--- src/rtl/riscv_mc_control.sv ---
// Multi-cycle control sequencer for the RISC-V datapath: fetch/decode/execute/memory/write-back
// with a data-memory ready handshake, retired-instruction counter and a sticky illegal-opcode trap.
module riscv_mc_control (
  input  logic        clk,
  input  logic        reset,
  input  logic [6:0]  opcode,
  input  logic [2:0]  funct3,
  input  logic        funct7b5,
  input  logic        zero,
  input  logic        mem_ready,
  output logic        IRWrite,
  output logic        PCWrite,
  output logic        PCSrc,
  output logic        RegWrite,
  output logic        ALUSrc,
  output logic [3:0]  ALUop,
  output logic        MemRead,
  output logic        MemWrite,
  output logic        MemtoReg,
  output logic        trap,
  output logic [3:0]  state,
  output logic [63:0] instret
);

  typedef enum logic [3:0] {
    FETCH  = 4'd0,
    DECODE = 4'd1,
    EXEC_R = 4'd2,
    EXEC_I = 4'd3,
    ADDR   = 4'd4,
    MEM_RD = 4'd5,
    MEM_WB = 4'd6,
    MEM_WR = 4'd7,
    BRANCH = 4'd8,
    ALU_WB = 4'd9,
    TRAP   = 4'd10
  } state_t;

  localparam logic [6:0] OP_R     = 7'b0110011;
  localparam logic [6:0] OP_I     = 7'b0010011;
  localparam logic [6:0] OP_LOAD  = 7'b0000011;
  localparam logic [6:0] OP_STORE = 7'b0100011;
  localparam logic [6:0] OP_BR    = 7'b1100011;

  localparam logic [3:0] ALU_ADD = 4'b0010;
  localparam logic [3:0] ALU_SUB = 4'b0110;
  localparam logic [3:0] ALU_AND = 4'b0000;
  localparam logic [3:0] ALU_OR  = 4'b0001;

  state_t      state_q;
  state_t      dec_state;
  logic [3:0]  alu_q;
  logic [3:0]  dec_alu;
  logic        imm_q;
  logic        load_q;
  logic        retire;
  logic [63:0] instret_q;

  // NOTE: every signal assigned in always_comb gets a default first, so no path can infer a latch.
  always_comb begin
    dec_state = TRAP;
    dec_alu   = alu_q;
    case (opcode)
      OP_R, OP_I: begin
        if (funct3 == 3'b000) begin
          dec_state = (opcode == OP_R) ? EXEC_R : EXEC_I;
          dec_alu   = (opcode == OP_R && funct7b5) ? ALU_SUB : ALU_ADD;
        end else if (funct3 == 3'b111) begin
          dec_state = (opcode == OP_R) ? EXEC_R : EXEC_I;
          dec_alu   = ALU_AND;
        end else if (funct3 == 3'b110) begin
          dec_state = (opcode == OP_R) ? EXEC_R : EXEC_I;
          dec_alu   = ALU_OR;
        end
      end
      OP_LOAD, OP_STORE: begin
        dec_state = ADDR;
        dec_alu   = ALU_ADD;
      end
      OP_BR: begin
        if (funct3 == 3'b000) begin
          dec_state = BRANCH;
          dec_alu   = ALU_SUB;
        end
      end
      default: ;
    endcase
  end

  assign retire = (state_q == ALU_WB) || (state_q == MEM_WB) || (state_q == BRANCH) ||
                  (state_q == MEM_WR && mem_ready);

  // NOTE: sequential state uses non-blocking assignments so all registers update from pre-edge values.
  always_ff @(posedge clk) begin
    if (reset) begin
      state_q   <= FETCH;
      alu_q     <= ALU_AND;
      imm_q     <= 1'b0;
      load_q    <= 1'b0;
      instret_q <= '0;
    end else begin
      if (retire) instret_q <= instret_q + 64'd1;
      case (state_q)
        FETCH:  state_q <= DECODE;
        DECODE: begin
          state_q <= dec_state;
          alu_q   <= dec_alu;
          imm_q   <= (opcode == OP_I);
          load_q  <= (opcode == OP_LOAD);
        end
        EXEC_R, EXEC_I:         state_q <= ALU_WB;
        ADDR:                   state_q <= load_q ? MEM_RD : MEM_WR;
        MEM_RD:                 if (mem_ready) state_q <= MEM_WB;
        MEM_WR:                 if (mem_ready) state_q <= FETCH;
        ALU_WB, MEM_WB, BRANCH: state_q <= FETCH;
        TRAP:                   state_q <= TRAP;
        default:                state_q <= TRAP;
      endcase
    end
  end

  always_comb begin
    IRWrite  = 1'b0;
    PCWrite  = 1'b0;
    PCSrc    = 1'b0;
    RegWrite = 1'b0;
    ALUSrc   = 1'b0;
    MemRead  = 1'b0;
    MemWrite = 1'b0;
    MemtoReg = 1'b0;
    trap     = 1'b0;
    case (state_q)
      FETCH:  IRWrite = 1'b1;
      EXEC_I: ALUSrc  = 1'b1;
      ADDR:   ALUSrc  = 1'b1;
      ALU_WB: begin
        RegWrite = 1'b1;
        PCWrite  = 1'b1;
        ALUSrc   = imm_q;
      end
      MEM_RD: begin
        MemRead = 1'b1;
        ALUSrc  = 1'b1;
      end
      MEM_WB: begin
        RegWrite = 1'b1;
        MemtoReg = 1'b1;
        PCWrite  = 1'b1;
      end
      MEM_WR: begin
        MemWrite = 1'b1;
        ALUSrc   = 1'b1;
        PCWrite  = mem_ready;
      end
      BRANCH: begin
        PCWrite = 1'b1;
        PCSrc   = zero;
      end
      TRAP:    trap = 1'b1;
      default: ;
    endcase
  end

  assign ALUop   = alu_q;
  assign state   = state_q;
  assign instret = instret_q;

endmodule

--- config.mk ---
export PLATFORM = sky130hd
export DESIGN_NAME = riscv_mc_control
export DESIGN_NICKNAME = d
export VERILOG_FILES = /design/src/rtl/riscv_mc_control.sv
export SDC_FILE = /design/constraint.sdc
export NUM_CORES = 1
export LEC_CHECK = 0
export CAP_MARGIN = 10
export CORE_UTILIZATION = 50
export DETAILED_ROUTE_END_ITERATION = 8
export PLACE_DENSITY = 0.81
export SETUP_SLACK_MARGIN = 0.2
export SYNTH_ARGS = -nofsm -noshare
export SYNTH_HDL_FRONTEND = slang
export SYNTH_SLANG_ARGS = --single-unit
--- constraint.sdc ---
create_clock -name clk -period 2.85 [get_ports clk]
set_clock_uncertainty 0.15 [all_clocks]
set_input_delay 0.7125 -clock clk [delete_from_list [all_inputs] [get_ports clk]]
set_output_delay 0.7125 -clock clk [all_outputs]
set_load 0.1 [all_outputs]
Fig. 1: metal 4
(6 px per um) Supply wires on this layer in grey.
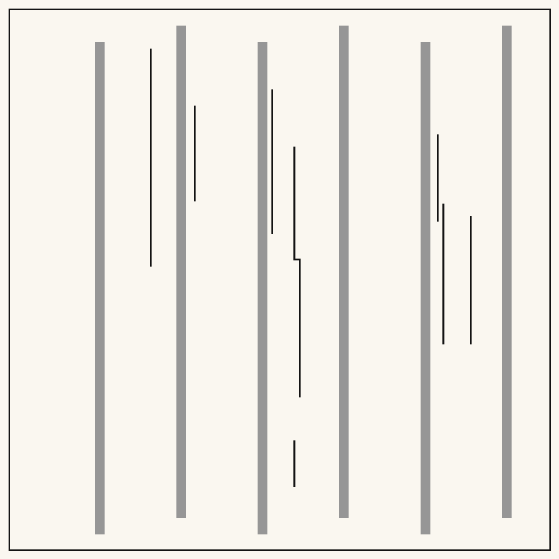
main direction	vertical
nets with wire on the layer	7
share of all routed wire	1.7%
longest straight run	36.0 um
WL final: 10700 um
vias: 4015

Fig. 2: selected gate families
(6 px per um)
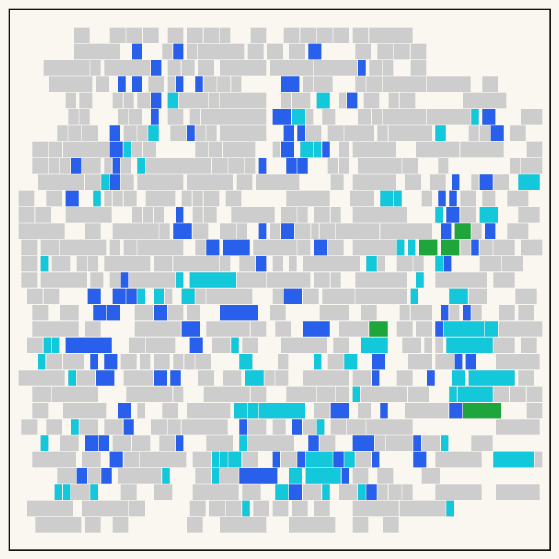
colour	family	cells	most used	where
green	AND-OR and OR-AND gates	5	o31a_1	east
blue	NAND gates	98	nand2_1	widely spread
cyan	NOR gates	74	nor2_1	widely spread
fraction of area in multi-input gates: 44.1%
Non-Filler Instances: 678
Commonest Layout Cell: buf_4

==> results.sh <==
# yosys + openroad results
export IMPL_status="completed"
export IMPL_synth_top_cells_by_count="dfxtp_1 (73), a21oi_1 (44), nor2_1 (41)"
export IMPL_row_count=31
export IMPL_rsz0062_at_grt="false"
export IMPL_ys_types=61
export IMPL_chipArea_sq_mm=0.00808
export IMPL_cts_buffer_depth=2
export IMPL_synth_edff_count=0
export IMPL_grt_pass1_vias=3595
export IMPL_ys_warn_count=0
export IMPL_finalSetupViolCount=0
export IMPL_post_cts_setup_buffer_count=2
export IMPL_overflow=0
export IMPL_path_buffers=3
export IMPL_place_inst=656
export IMPL_clkLatencyLatePin_ns=0.35
export IMPL_wl_met2_um=5050
export IMPL_yosysTopAreaCell="dfxtp_1"
export IMPL_whs_endpoint="ALUop[2]"
export IMPL_ios=96
export IMPL_n_antenna_cell=0
export IMPL_whs_path_depth=2
export IMPL_fin_hold_ws_ns=0.326
export IMPL_nFillCells=608
export IMPL_yosys_area_sq_mm=0.00386
export IMPL_synth_top_cell_by_count="dfxtp_1"
export IMPL_critPathKind="input port to primary output"
export IMPL_hold_viol=0
export IMPL_place_area_sq_mm=0.00499
export IMPL_netlist_area_sq_mm=0.00386
export IMPL_hp_class="register to register"
export IMPL_fmax_mhz=387
export IMPL_seqPwrFrac_pct=45.0
export IMPL_die_w_um=89.9
export IMPL_syn_inst=465
export IMPL_power_total_uw=2360
export IMPL_endpoint_kind="primary output"
export IMPL_ys_flop_type="dfxtp_1"
export IMPL_logic_area_sq_mm=0.00233
export IMPL_fp_util_pct=52.4
export IMPL_critical_path_arrival_ns=1.72
export IMPL_slowest_stage="o31a_1"
export IMPL_place_hpwl_um=7440
export IMPL_maxCapViolations=0
export IMPL_path_delay_family="buffers and inverters"
export IMPL_grt_max_degree=46
export IMPL_area_growth_pct=36.8
export IMPL_die_height_um=89.9
export IMPL_vias_per_cell=5.92
export IMPL_worstPathMaxFanout=3
export IMPL_hp_start="ALUop[2]"
export IMPL_reg2reg_setup_slack_ns=0.41
export IMPL_top_layer="met4"
export IMPL_cell_internal_pwr_uw=1690
export IMPL_synth_seq_cells=73
export IMPL_m1WireLength_um=4930
export IMPL_yosysCellCount=465
export IMPL_synth_async_reset_ratio_pct=0
export IMPL_seqCellArea_sq_mm=0.00153
export IMPL_clkSlewWorstSetupHoldPaths_ns=0.08
export IMPL_r2r_end="instret[47]"
export IMPL_htreeDepth=3
export IMPL_cts_buffers=9
export IMPL_slew_violations=0
export IMPL_portBuffers=94
export IMPL_synthTopCellsByArea="dfxtp_1 (38%), a21oi_1 (5.7%), nor2_1 (4.0%), or3_1 (3.9%), o21ai_0 (3.8%)"
export IMPL_worstRegToRegCells=6
export IMPL_routedWlPerCell_um=15.8
export IMPL_drive_gt1_share_pct=35.9
export IMPL_slew_headroom_pct=39.6
export IMPL_combPwrFrac_pct=14.2
export IMPL_cts_sinks=73
export IMPL_syn_area_per_cell_sq_um=8.31
export IMPL_crit_chain="clkdlybuf4s15_1, and2b_2, o31a_1, inv_4, buf_12"
export IMPL_cts_tree="yes"
export IMPL_setup_slack_ns=0.265
export IMPL_cts_root_buf="clkbuf_8"
export IMPL_antenna_found_initial=0
export IMPL_grt_pass1_wl_um=17400
export IMPL_required_ns=1.99
export IMPL_fin_tns_setup_ns=0
export IMPL_synthesis_nets=481
export IMPL_drt_iter0_drc=283
export IMPL_route_met3_wl_um=569
export IMPL_post_route_util_pct=71.7
export IMPL_place_congestion=0.884
export IMPL_pre_cts_slack_ns=-0.207
export IMPL_power_density_mw_per_mm2=447
export IMPL_holdBufCountCts=0
export IMPL_power_leakage_uw=0.00188
export IMPL_first_pass_iters=5
export IMPL_design_area_sq_mm=0.00529
export IMPL_irDropWorstVdd_mv=0.308
export IMPL_power_switching_uw=678
export IMPL_cp_slowest_stage_delay_ns=0.29
export IMPL_reg2reg_from="instret[12]"
export IMPL_ant_nets=0
export IMPL_crit_path_start_kind="input port"
export IMPL_top_cell_area_share_pct=37.8
export IMPL_period_minus_slack_ns=2.58
export IMPL_grt_use_total_pct=26.0
export IMPL_coreArea_sq_mm=0.00737
export IMPL_fin_crit_sh_pct=90.7
export IMPL_final_nets=590
export IMPL_sw_frac_of_total_pct=28.7
export IMPL_warnings=27
export IMPL_ys_seq_share_pct=37.8
export IMPL_drc=0
export IMPL_post_cts_resized=2
export IMPL_clock_power_share_pct=40.9
export IMPL_tightest_slew_ns=0.898
export IMPL_final_cell_mix="buf_4 (100), a21oi_1 (44), dfxtp_2 (44)"
[logic make-up after synthesis]
kind of cell,synth area share [%]
DFF,37.8
AOI/OAI and AO/OA,15.2
other,0.0971
adders and majority gates,0.324
buffers and inverters,4.57
muxes,0.810
xor gates and xnor gates,5.67
and+or+nand+nor,35.5
[how the worst max path moves through the flow]
| stage | start | endpoint | slack, ns | cells after the start |
|---|---|---|---|---|
| final | mem_ready | PCWrite | 0.27 | 5 |
| after CTS | mem_ready | PCWrite | 0.20 | 5 |
| after detailed placement | mem_ready | instret[39] | -0.21 | 8 |
| after global routing | mem_ready | PCWrite | 0.20 | 5 |
| after global placement | mem_ready | PCWrite | -0.17 | 5 |
| after floorplan | state[1] | RegWrite | 0.04 | 3 |
[final cells by class]
cell class	instances	area share [%]
Sequential cell	73	29.0
Tap cell	99	2.34
Timing Repair Buffer	120	19.0
Clock buffer	11	2.89
Multi-Input combinational cell	356	44.1
Inverter	14	1.04
Clock inverter	5	1.61
[power by group through the flow]
| stage | Combinational (uW) | Sequential, uW | Clock, uW |
|---|---|---|---|
| after floorplan | 215 | 1130 | 0 |
| after global placement | 326 | 1090 | 0 |
| after detailed placement | 328 | 1090 | 0 |
| after CTS | 336 | 1060 | 974 |
| after global routing | 350 | 1070 | 1020 |
| final | 335 | 1060 | 966 |
[routing by layer]
| layer | global-route usage, % | vias up |
|---|---|---|
| met3 | 4.74 | 20 |
| met2 | 42.6 | 154 |
| li1 | - | 1948 |
| met4 | 8.20 | 0 |
| met5 | 0 | - |
| met1 | 34.9 | 1893 |
[worst min-delay path, cell delays in order, from the launching register on]
cell	delay [ns]
dfxtp_1	0.32
nand2b_1	0.06
a21oi_1	0.05
[sequential cells by signal, summed over array words and instances (netlist names)]
name	count
state	4
load_q	1
instret	64
ALUop	3
imm_q	1
